File: src/rtl/conv_seq_ctrl.sv
// conv_seq_ctrl
//
// Sequencer for the 3x3 PE-array convolution top. For each frame it clears the
// row FIFOs, loads the nine kernel weights and streams the input feature map in
// raster order. It generates every array strobe and forwards only valid-window
// convolution results on a valid-qualified output stream.
//
// Build option:
//   CONV_SEQ_CTRL_RELU_EN  when defined, negative results (MSB set) are replaced
//                          by zero. When undefined, results pass through
//                          unmodified. out_valid timing is the same in both builds.
//
// Ports:
//   clk, rst_n          clock, asynchronous active-low reset
//   start_i             begin one frame (sampled in IDLE only)
//   abort_i             drop the current frame and return to IDLE
//   wgt_in_i            nine packed weights, w0 in the MSBs (sampled in LOAD_WGT)
//   in_data_i/valid_i   pixel stream from host/DMA
//   in_ready_o          high only while streaming
//   ifm_o, wgt_o        pixel and weight buses to the array
//   set_wgt_o/set_ifm_o/set_reg_o  array strobes
//   wr_en_k_o, rd_en_k_o            row FIFO enables, k = 0..2
//   rd_clr_o, wr_clr_o  FIFO pointer clear
//   data_output_i       array result
//   out_data_o/valid_o  registered result, one pulse per valid window
//   busy_o              frame in progress
//   done_o              one-cycle pulse at frame end
module conv_seq_ctrl #(
  parameter int unsigned IFM_WIDTH    = 8,
  parameter int unsigned WEIGHT_WIDTH = 8,
  parameter int unsigned DATA_WIDTH   = 16,
  parameter int unsigned KERNEL_SIZE  = 3,
  parameter int unsigned IMG_W        = 7,
  parameter int unsigned IMG_H        = 7,
  parameter int unsigned CNT_WIDTH    = 8
) (
  input  logic                      clk,
  input  logic                      rst_n,
  input  logic                      start_i,
  input  logic                      abort_i,
  input  logic [9*WEIGHT_WIDTH-1:0] wgt_in_i,
  input  logic [IFM_WIDTH-1:0]      in_data_i,
  input  logic                      in_valid_i,
  output logic                      in_ready_o,
  output logic [IFM_WIDTH-1:0]      ifm_o,
  output logic [9*WEIGHT_WIDTH-1:0] wgt_o,
  output logic                      set_wgt_o,
  output logic                      set_ifm_o,
  output logic                      set_reg_o,
  output logic                      wr_en_0_o,
  output logic                      wr_en_1_o,
  output logic                      wr_en_2_o,
  output logic                      rd_en_0_o,
  output logic                      rd_en_1_o,
  output logic                      rd_en_2_o,
  output logic                      rd_clr_o,
  output logic                      wr_clr_o,
  input  logic [DATA_WIDTH-1:0]     data_output_i,
  output logic [DATA_WIDTH-1:0]     out_data_o,
  output logic                      out_valid_o,
  output logic                      busy_o,
  output logic                      done_o
);

  localparam logic [CNT_WIDTH-1:0] ColLast  = CNT_WIDTH'(IMG_W - 1);
  localparam logic [CNT_WIDTH-1:0] RowLast  = CNT_WIDTH'(IMG_H - 1);
  localparam logic [CNT_WIDTH-1:0] WinFirst = CNT_WIDTH'(KERNEL_SIZE - 1);

  typedef enum logic [2:0] {
    StIdle,
    StClear,
    StLoadWgt,
    StStream,
    StDrain,
    StDone
  } state_e;

  state_e state_q, state_d;

  // Raster position of the next pixel to be accepted.
  logic [CNT_WIDTH-1:0] col_q, col_d;
  logic [CNT_WIDTH-1:0] row_q, row_d;

  // Stage 1: pixel presented to the array with set_ifm.
  logic                 s1_valid_q, s1_valid_d;
  logic [IFM_WIDTH-1:0] ifm_q, ifm_d;
  logic [CNT_WIDTH-1:0] s1_row_q, s1_row_d;
  logic [CNT_WIDTH-1:0] s1_col_q, s1_col_d;

  // Stage 2: set_reg / FIFO enables; the (row, col) tag rides along.
  logic                 s2_valid_q, s2_valid_d;
  logic [CNT_WIDTH-1:0] s2_row_q, s2_row_d;
  logic [CNT_WIDTH-1:0] s2_col_q, s2_col_d;
  logic [2:0]           rd_en_q, rd_en_d;

  // Output stage.
  logic                  out_valid_q, out_valid_d;
  logic [DATA_WIDTH-1:0] out_data_q, out_data_d;

  // Kernel register and its strobe launch together so the array sees a stable
  // weight bus in the same cycle set_wgt is high.
  logic                      set_wgt_q, set_wgt_d;
  logic [9*WEIGHT_WIDTH-1:0] wgt_q, wgt_d;

  logic                  beat;
  logic                  last_beat;
  logic                  flush;
  logic                  win_ok;
  logic [DATA_WIDTH-1:0] result;

  // abort is only meaningful outside IDLE; it empties the pipeline at the next edge.
  assign flush     = abort_i & (state_q != StIdle);
  assign beat      = in_ready_o & in_valid_i;
  assign last_beat = beat & (col_q == ColLast) & (row_q == RowLast);
  assign win_ok    = (s2_row_q >= WinFirst) & (s2_col_q >= WinFirst);

`ifdef CONV_SEQ_CTRL_RELU_EN
  assign result = data_output_i[DATA_WIDTH-1] ? '0 : data_output_i;
`else
  assign result = data_output_i;
`endif

  // ---------------------------------------------------------------------------
  // Frame FSM and raster counters
  // ---------------------------------------------------------------------------
  always_comb begin
    state_d = state_q;
    col_d   = col_q;
    row_d   = row_q;
    case (state_q)
      StIdle: begin
        if (start_i) state_d = StClear;
      end
      StClear: begin
        col_d   = '0;
        row_d   = '0;
        state_d = StLoadWgt;
      end
      StLoadWgt: begin
        state_d = StStream;
      end
      StStream: begin
        if (beat) begin
          if (col_q == ColLast) begin
            col_d = '0;
            row_d = row_q + CNT_WIDTH'(1);
          end else begin
            col_d = col_q + CNT_WIDTH'(1);
          end
          if (last_beat) state_d = StDrain;
        end
      end
      StDrain: begin
        // With S1 and S2 empty the output stage is in its final cycle now.
        if (!s1_valid_q && !s2_valid_q) state_d = StDone;
      end
      StDone: begin
        state_d = StIdle;
      end
      default: begin
        state_d = StIdle;
      end
    endcase
    if (flush) state_d = StIdle;
  end

  always_ff @(posedge clk or negedge rst_n) begin
    if (!rst_n) begin
      state_q <= StIdle;
      col_q   <= '0;
      row_q   <= '0;
    end else begin
      state_q <= state_d;
      col_q   <= col_d;
      row_q   <= row_d;
    end
  end

  // ---------------------------------------------------------------------------
  // Beat pipeline: S1 -> S2 -> output
  // ---------------------------------------------------------------------------
  always_comb begin
    s1_valid_d = beat & ~flush;
    ifm_d      = ifm_q;
    s1_row_d   = s1_row_q;
    s1_col_d   = s1_col_q;
    if (beat && !flush) begin
      ifm_d    = in_data_i;
      s1_row_d = row_q;
      s1_col_d = col_q;
    end

    s2_valid_d = s1_valid_q & ~flush;
    s2_row_d   = s2_row_q;
    s2_col_d   = s2_col_q;
    if (s1_valid_q) begin
      s2_row_d = s1_row_q;
      s2_col_d = s1_col_q;
    end
    // FIFO k only holds data once row k+1 has started arriving.
    for (int unsigned k = 0; k < 3; k++) begin
      rd_en_d[k] = s1_valid_q & ~flush & (s1_row_q >= CNT_WIDTH'(k + 1));
    end

    out_valid_d = s2_valid_q & win_ok & ~flush;
    out_data_d  = out_valid_d ? result : out_data_q;

    set_wgt_d = (state_q == StLoadWgt) & ~flush;
    wgt_d     = set_wgt_d ? wgt_in_i : wgt_q;
  end

  always_ff @(posedge clk or negedge rst_n) begin
    if (!rst_n) begin
      s1_valid_q  <= 1'b0;
      ifm_q       <= '0;
      s1_row_q    <= '0;
      s1_col_q    <= '0;
      s2_valid_q  <= 1'b0;
      s2_row_q    <= '0;
      s2_col_q    <= '0;
      rd_en_q     <= '0;
      out_valid_q <= 1'b0;
      out_data_q  <= '0;
      set_wgt_q   <= 1'b0;
      wgt_q       <= '0;
    end else begin
      s1_valid_q  <= s1_valid_d;
      ifm_q       <= ifm_d;
      s1_row_q    <= s1_row_d;
      s1_col_q    <= s1_col_d;
      s2_valid_q  <= s2_valid_d;
      s2_row_q    <= s2_row_d;
      s2_col_q    <= s2_col_d;
      rd_en_q     <= rd_en_d;
      out_valid_q <= out_valid_d;
      out_data_q  <= out_data_d;
      set_wgt_q   <= set_wgt_d;
      wgt_q       <= wgt_d;
    end
  end

  // ---------------------------------------------------------------------------
  // Outputs
  // ---------------------------------------------------------------------------
  assign in_ready_o  = (state_q == StStream);
  assign busy_o      = (state_q != StIdle);
  assign done_o      = (state_q == StDone);
  assign rd_clr_o    = (state_q == StClear);
  assign wr_clr_o    = (state_q == StClear);

  assign ifm_o       = ifm_q;
  assign wgt_o       = wgt_q;
  assign set_wgt_o   = set_wgt_q;
  assign set_ifm_o   = s1_valid_q;
  assign set_reg_o   = s2_valid_q;
  assign wr_en_0_o   = s2_valid_q;
  assign wr_en_1_o   = s2_valid_q;
  assign wr_en_2_o   = s2_valid_q;
  assign rd_en_0_o   = rd_en_q[0];
  assign rd_en_1_o   = rd_en_q[1];
  assign rd_en_2_o   = rd_en_q[2];

  assign out_data_o  = out_data_q;
  assign out_valid_o = out_valid_q;

endmodule
File: config.mk
export PLATFORM = sky130hd
export DESIGN_NAME = conv_seq_ctrl
export DESIGN_NICKNAME = d
export VERILOG_FILES = /design/src/rtl/conv_seq_ctrl.sv
export SDC_FILE = /design/constraint.sdc
export NUM_CORES = 1
export LEC_CHECK = 0
export ABC_AREA = 1
export ABC_CLOCK_PERIOD_IN_PS = 3300
export CAP_MARGIN = 40
export CORE_UTILIZATION = 49
export CTS_BUF_LIST = sky130_fd_sc_hd__clkbuf_16
export CTS_CLUSTER_SIZE = 24
export DETAILED_ROUTE_END_ITERATION = 10
export GPL_TIMING_DRIVEN = 0
export PLACE_DENSITY = 0.88
export SKIP_LAST_GASP = 1
export SLEW_MARGIN = 20
export SYNTH_ARGS = -nofsm -noshare
export SYNTH_HDL_FRONTEND = slang
export SYNTH_SLANG_ARGS = --single-unit
File: constraint.sdc
create_clock -name clk -period 3.3 [get_ports clk]
set_input_delay 0.495 -clock clk [delete_from_list [all_inputs] [get_ports clk]]
set_output_delay 0.495 -clock clk [all_outputs]
set_load 0.005 [all_outputs]
==> images/closeup.png <==
Region (38, 15) to (78, 55) µm. Cells in gray, sequential cells in the stronger gray; small squares are vias.
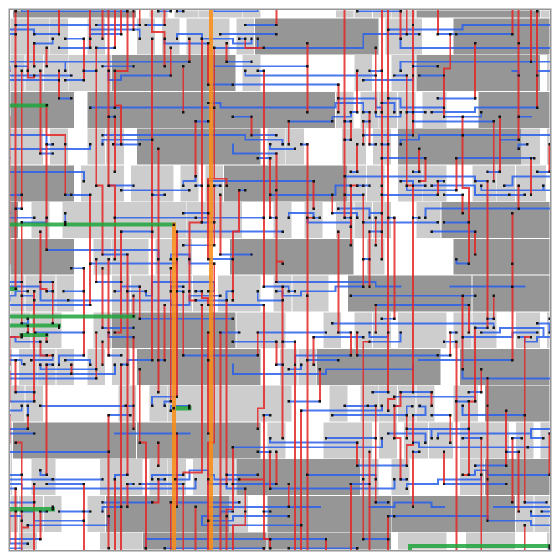
legend:
  M4:
    color: orange
  M1:
    color: blue
  M2:
    color: red
  M3:
    color: green
sequential cells in the window: 30
netlist names of flops here include: s2_col_q (7), s1_col_q (6), s1_row_q (6)
most frequent: nand2_1 (49), dfrtp_1 (30), o21ai_0 (12)
cells with their middle in the window: 142

==> images/m3.png <==
Scale bar: 20 µm.
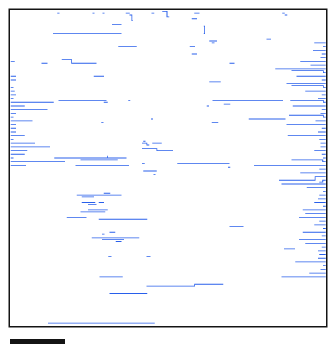
longest straight run: 38.9 µm
share of all routed wire: 5.8%
wire length on this layer: 967 µm
nets with wire on the layer: 133
main direction: horizontal
M3 GR Usage: 5.49%
Via Count: 5567
Post-Route WL: 16700 µm

==> images/placed.png <==
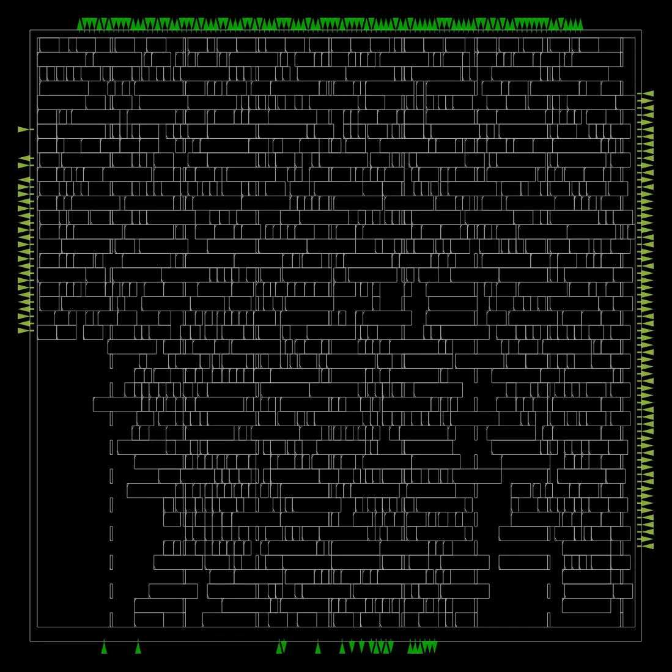
Row Count: 41
Tap Count: 172
final non-filler cell total: 1133
fillcell total: 912

==> out/metrics.csv <==
stage,metric,value,unit
detailed_routing,drt wl/cell,14.8,µm
die,chip area,0.0134,mm²
grt,pin count of the biggest net entering global routing,96,
sta,hold slack,-10.0,ps
critical_path,critical path class,reg -> out,
critical_path,critical path's slowest cell,clkdlybuf4s50_1,
outcome,outcome,"complete, but fails checks",
sta,Final setup viols,0,
detailed_routing,Iteration-0 DRC Markers,442,
synth,yosys stat chip area,0.00634,mm²
detailed_routing,Detail Route Antenna Nets,0,
clock_tree,"Setup Fix Bufs, Post-CTS",0,
placed_design,GPL Wtd Cong,0.845,
detailed_routing,Via density,4.91,
clock_tree,CTS Buf Count,17,
sta,post-layout period usage of the worst path,74.9,%
synth,Unique cell types,30,
synth,top post-synthesis cells by count,"nand2_1, dfrtp_1, inv_1, nand3_1, nor2_1",
detailed_routing,DRT Pass-1 Iters,5,
sta,Slew headroom,61.3,%
worst_hold_path,HP Class,in -> async,
layout,antenna cell count,0,
synth,yosys cell count,718,
die,floorplan utilization,50.2,%
layout,Area growth syn-to-layout,44.9,%
sta,"Min Clock Period, post-route",2470,ps
clock_tree,H-tree depth,4,
sta,fin. max-slew vios,0,
critical_path,Crit Path Max Fanout,6,
layout,Final #Nets,1054,
synth,Flops after synth,151,
synth,Syn. warnings,0,
synth,Synth area leaders,"dfrtp_1, nand2_1, nand3_1",
clock_tree,"Clk pin slew, worst setup/hold paths",50,ps
critical_path,CP startpoint kind,register,
job,max_cap viols,0,
critical_path,CP bufs+invs,4,
synth,Avg Inst Size Synth,8.83,µm²
critical_path,Critical Path RT,2800,ps
clock_tree,clk buf depth,2,
clock_tree,latest clock arrival within the worst-skew pair,420,ps
clock_tree,"Hold-fix buffers, CTS",0,
die,Die X,116,µm
clock_tree,Root Driver,clkbuf_16,
placed_design,Post-DP Area,0.00870,mm²
placed_design,Setup WS pre-CTS,1010,ps
critical_path,CP cell instances,inv_1 > nand3_4 > inv_1 > buf_4 > clkdlybuf4s50_1,
synth,"FFs w/ async S/R, synth",100,%
critical_path,CP arrival,1980,ps
job,OpenROAD warnings,28,
sta,Layout Skew,8.51,ps
placed_design,HPWL Detailed,12000,µm
die,# IOs,212,
critical_path,most frequent CP cell,inv_1,
critical_path,Max stage delay on crit path,490,ps
power,total power,7.13,mW
sta,final hold vios,2,
synth,most common cell in the netlist,nand2_1,
clock_tree,CTS sink cnt,151,
clock_tree,cts repair resizes,0,
placed_design,IO buf count,211,
power,Leak,4.58,nW
sta,Achievable Freq,404,MHz
placed_design,Post-Place Cells,1102,
sta,Setup TNS,0,ps
sta,setup ws final,827,ps
synth,Post-synth EDFFs,0,
layout,final instance area,0.00918,mm²
synth,largest area contributor in the synthesized netlist,dfrtp_1,
power,Max VDD drop,0.000460,V
synth,syn_nets,823,
outcome,violated checks,negative hold slack,
layout,layout cells sized above 1,7.91,%
die,Core Area,0.0126,mm²
detailed_routing,# DRC,0,
critical_path,CP endpoint kind,output pin,
synth,Commonest flop,dfrtp_1,
clock_tree,CTS tree,yes,
grt,first-pass GRT wire length,26100,µm
sta,worst slew pin tran,579,ps
layout,Layout Utilization,72.8,%
power,PD cells,776,mW/mm²
grt,global route overflow,0,
synth,Post-Syn Instances,718,
synth,Syn Std Cell Area,0.00634,mm²
die,die height,116,µm
grt,initial antenna violation count,0,
grt,Tot GR Track Use,25.6,%
synth,Dominant cell area share,59.6,%
critical_path,"CP delay by family, top",buffers and inverters,
sta,RSZ-0062 raised after global routing,no,
grt,vias in the first global route,5259,
synth,"Seq/Total Area, Yosys",59.6,%
path summary, 6_finish.rpt:
| path | from | end | slack, ps | cells after the start |
|---|---|---|---|---|
| worst max-delay path | state_q[2] | wr_clr_o | 830 | 5 |
| worst min register to register | out_data_o[9] | out_data_o[9] | 470 | 2 |
| max in group asynchronous | rst_n | wgt_o[8] | 2500 | 2 |
| min in group clk | out_data_o[9] | out_data_o[9] | 470 | 2 |
| worst max register to register | state_q[0] | wgt_o[23] | 1590 | 6 |
| worst min-delay path | rst_n | col_q[1] | -10 | 1 |
cells in the final DEF, fill, tap and decap left out, types with 4 or more instances in the layout:
cell / netlist / final
nand2_1: 359 / 359
clkdlybuf4s50_1: 0 / 210
dfrtp_1: 151 / 151
inv_1: 36 / 44
nand3_1: 35 / 35
nor2_1: 27 / 27
o21ai_0: 23 / 23
clkbuf_16: 0 / 17
buf_2: 10 / 10
o21ai_2: 10 / 10
clkbuf_1: 9 / 9
a21oi_1: 9 / 9
buf_4: 8 / 8
nand2_4: 5 / 5
clkinv_2: 0 / 5
nor2_4: 4 / 4
nand4_1: 4 / 4
xor2_1: 4 / 4
ha_1: 4 / 4
flip-flops by register name, summed over array words and instances, names as in the netlist, 3 cells and up:
name	count
s1_col_q	7
wgt_o	72
s2_row_q	7
out_data_o	16
ifm_o	8
s1_row_q	8
row_q	8
rd_en_q	3
col_q	8
state_q	3
s2_col_q	7
report_power, final:
part	switching (mW)	internal, mW
logic	1.24	1.46
clock network	0.691	0.920
registers	0.358	2.46
metal layers:
layer / vias to the layer above / global-route usage [%] / share of wire, %
li1: 2691 / - / -
met1: 2638 / 32.5 / 42
met2: 197 / 42.3 / 50
met3: 41 / 5.49 / 5.8
met4: 0 / 11.9 / 3.0
met5: - / 0 / 0
cells by family after synthesis:
group / count (synthesis) / synth area share (%)
buffers and inverters: 69 / 5.25
AOI/OAI and AO/OA: 48 / 4.78
xor gates and xnor gates: 4 / 0.553
adders and majority gates: 4 / 0.790
DFF: 151 / 59.6
and+or+nand+nor: 442 / 29.0
layout make-up:
class	instances	area [µm²]
Tap cell	172	215
Buffer	30	181
Clock buffer	17	425
Clock inverter	14	58.8
Fill cell	912	3440
Timing Repair Buffer	212	2140
Sequential cell	151	3780
Inverter	39	151
Multi-Input combinational cell	498	2230
Power is estimated from default activity; no workload was simulated.
